Fig. 1: a small window of the routed layout
Window x 115 to 140, y 52 to 77 um. Cells in grey, sequential cells in the stronger grey; small squares are vias.
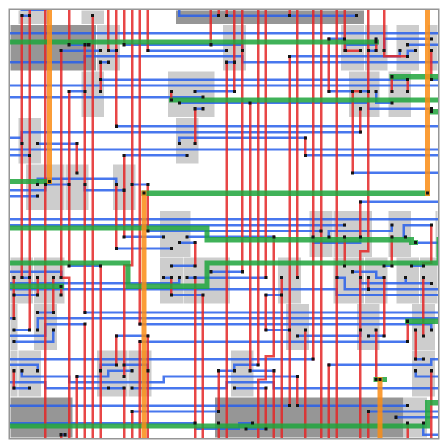
Fig. 2: clock distribution
Drawn at 3 px/um.
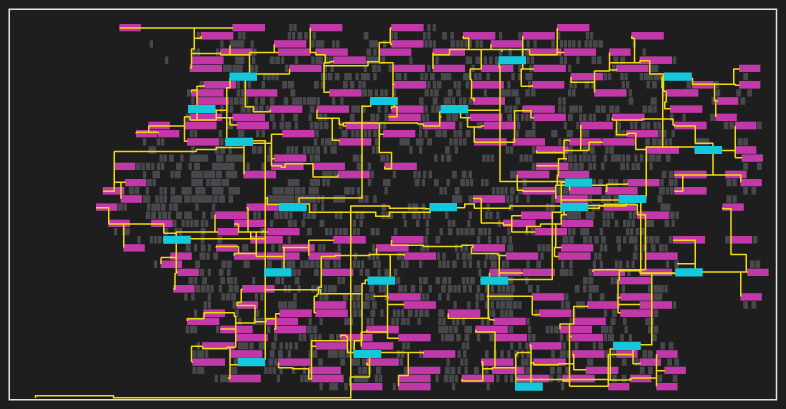
Fig. 3: cell density map
Drawn at 1.5 px/um. 26 x 13 tiles, from black (low) to pale yellow (high), 0 to 100% covered.
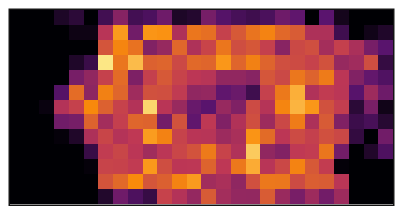
==> config.mk <==
export PLATFORM = sky130hd
export DESIGN_NAME = upct_plru_param
export DESIGN_NICKNAME = d
export VERILOG_FILES = /design/src/rtl/core_types_pkg.sv /design/src/rtl/plru_tree.sv /design/src/rtl/upct_plru_param.sv
export SDC_FILE = /design/constraint.sdc
export NUM_CORES = 1
export LEC_CHECK = 0
export ABC_AREA = 1
export CAP_MARGIN = 20
export CORE_ASPECT_RATIO = 0.5
export CORE_MARGIN = 2
export CORE_UTILIZATION = 38
export DETAILED_ROUTE_END_ITERATION = 7
export DONT_BUFFER_PORTS = 1
export GPL_TIMING_DRIVEN = 1
export PLACE_DENSITY = 0.61
export SLEW_MARGIN = 20
export SYNTH_ARGS = -nofsm -noshare
export SYNTH_HDL_FRONTEND = slang
export SYNTH_SLANG_ARGS = --single-unit
export TNS_END_PERCENT = 1
==> constraint.sdc <==
create_clock -name CLK -period 9.3 [get_ports CLK]
set_input_delay 1.395 -clock CLK [delete_from_list [all_inputs] [get_ports CLK]]
set_output_delay 1.395 -clock CLK [all_outputs]
set_load 0.02 [all_outputs]
==> results.txt <==
yosys + openroad results -> vias in the first global route 9,356, # fillers 3,081, crit-path leading delay family simple AND/OR/NAND/NOR gates, GRT overflow 0, area grow syn2layout 6.47%, yosys cell count 1,502, largest net degree at the start of global routing 160, drt wl/cell 24.1 um, clk ins delay skew pair 0.54 ns, post-synthesis sequential area ratio 0.491, largest area contributor in the netlist edfxtp_1, status finished, final reports clean, die width 255 um, # DRC 0, PD cells 178 nW/um^2, CP Max Fanout 23, P_sw 631 uW, Final Hold Fails 0, Hold-fix buffers, CTS 0, yosys aoi share 0.149, Final Wtd Congestion 1.01, max FFs per register 168, Mapped Area 12,000 um^2, Post-synth regs 210, overall routed net length 45,500 um, RSZ-0062 raised after global routing false, Tcrit/Tclk final 0.473, Syn Inst Count 1,502, post-CTS resize count 0, Largest stage delay, worst path 0.67 ns, site row count 45, Top non-seq family simple AND/OR/NAND/NOR gates, CTS Root Cell clkbuf_16, Critical Path AT 4.58 ns, logic area 5040 um^2, H-Tree Depth 1, vias per inst 5.51, first-pass GRT wire length 65,100 um, initial antenna violation count 3, WHS Path Cells 2, share of power burned in registers 0.489, Top cell area share 0.421, nets@finish 1,471, top cells by count, synth 332 x nand2_1, 267 x nor2_1, 185 x o21ai_0, 168 x edfxtp_1, 115 x inv_1, Total Power 2270 uW, FF-to-FF path depth 14, simple-gate portion of the synthesized area 0.237, Setup Slack @ Placement 4.39 ns, Net Sw Frac 0.278, Post CTS Setup Buffer Count 0, Crit Path Class primary input to flop, Global Route Usage Sum 0.278, YS warnings 0, mux share of post-synthesis cell area 0.0142, adder share 0, CP Buf/Inv Count 2, Hold Worst Slack 0.479 ns, Pleak 0.00521 uW, IO buf count 0, top cell type by instance count after synthesis nand2_1, Final HPWL DP 31,400 um, Seq. cell area 5890 um^2, Mean Syn Cell Area 7.99 um^2, Final Critical Period 4.39 ns, Die Area 33,100 um^2, critical path launch point type primary input, yosys stat chip area 12,000 um^2, hold crit path type flop to flop, ys async rst share 0, fraction of layout cells with a size suffix above 1 0.0857, Num CTS Buffers 22, Die Y 130 um, number of library cell types mapped by synthesis 39, final setup margin 4.91 ns, top cells, area edfxtp_1 42%, nand2_1 10%, nor2_1 8.4%, tool warnings 29, CP endpoint kind flop, Max Root-Sink Buffers 3, CTS tree done, final setup violation count 0, VDD IR max 0.000125 V, worst path required time 9.49 ns, DR iter-0 viols 1,513, Pre-Repair DR Iteration Count 6, total negative setup slack 0 ns, clock slew at reported path FFs 0.06 ns, Least-Margin Pin Slew 1.06 ns, FMAX 0.228 GHz, XOR-XNOR Cells, Area Fraction 0.0204, R2R setup slack 5.51 ns, via count 10,379, Crit path top cell by count nand2_1, CTS sink cnt 210
About Fig. 1:
metal 1: shown in blue. metal 2: shown in red. metal 3: shown in green. metal 4: shown in orange.
Sequential cells in the window: 1. 38 logic cells have their middle in the window. Most frequent: nor2_1 (16), nand2_1 (11), nand3_1 (4).

About Fig. 2:
clock wires: shown in yellow, length 3,160 um. clock drivers: shown in cyan, count 22. flip-flops: shown in magenta, count 210.
There are 23 routed clock nets. Position of the flops: widely spread.
clock skew: 0.0182 ns
Clk pwr share: 0.400

About Fig. 3:
The emptiest ninth of the die: lower left. The densest ninth of the die: bottom centre. 4.7% of the tiles are over 75% full. 22% of the tiles are nearly empty.
post-layout util: 0.416
Init Core Util: 0.391
core region area: 30,700 um^2

through the flow:
step | std cells | cell area, um^2 | utilization
2_1_floorplan | 1502 | 12000 | -
3_3_place_gp | 1842 | 12000 | 0.392
3_5_place_dp | 1842 | 12000 | 0.392
4_1_cts | 1882 | 12800 | 0.416
5_1_grt | 1882 | 12800 | 0.416
6_report | 1885 | 12800 | 0.416
worst reg2reg max path: cells and delay by family (launching register included):
kind,cells,cell delay (ns)
simple gates,12,2.03
compound gates,1,0.51
flops,1,0.44
buf+inv,1,0.41
layout by cell type, fill, tap and decap left out, drive strengths merged:
master	netlist	final
nand2	346	346
nor2	300	300
o21ai	207	207
edfxtp	168	168
inv	138	138
a21oi	97	97
dfxtp	42	42
clkbuf	35	33
xor2	28	28
nand3	25	25
mux2i	17	17
o22ai	15	15
o211ai	12	12
buf	57	9
clkinv	0	7
diode	0	3
o32ai	3	3
or2	3	3
a21boi	1	1
nor4	1	1
nor3	1	1
a31oi	1	1
o221ai	1	1
a22oi	1	1
nand4	1	1
o21bai	1	1
o21a	1	1
power by group through the flow:
| stage | Combinational (uW) | Sequential [uW] | Clock, uW |
|---|---|---|---|
| floorplan | 188 | 1110 | 0 |
| global route | 272 | 1110 | 951 |
| global placement | 242 | 1130 | 0 |
| detailed placement | 242 | 1130 | 0 |
| CTS | 243 | 1110 | 908 |
| finish | 252 | 1110 | 907 |
cell type report:
cell class              count  area share
diodes                      3    0.000588
clock buffers              33      0.0536
clock inverters             7     0.00265
inverters                 138      0.0406
multi-input cells        1062       0.395
flip-flops and latches    210       0.461
well taps                 423      0.0414
repair buffers              9     0.00529
routing by layer:
layer	up-vias	GRT usage	share of wire
met1	4824	0.389	0.42
li1	4804	-	-
met3	80	0.118	0.15
met5	-	0	0
met4	0	0.0733	0.027
met2	671	0.391	0.40
Power figures rest on the tool's default switching activity, not on a simulated workload.
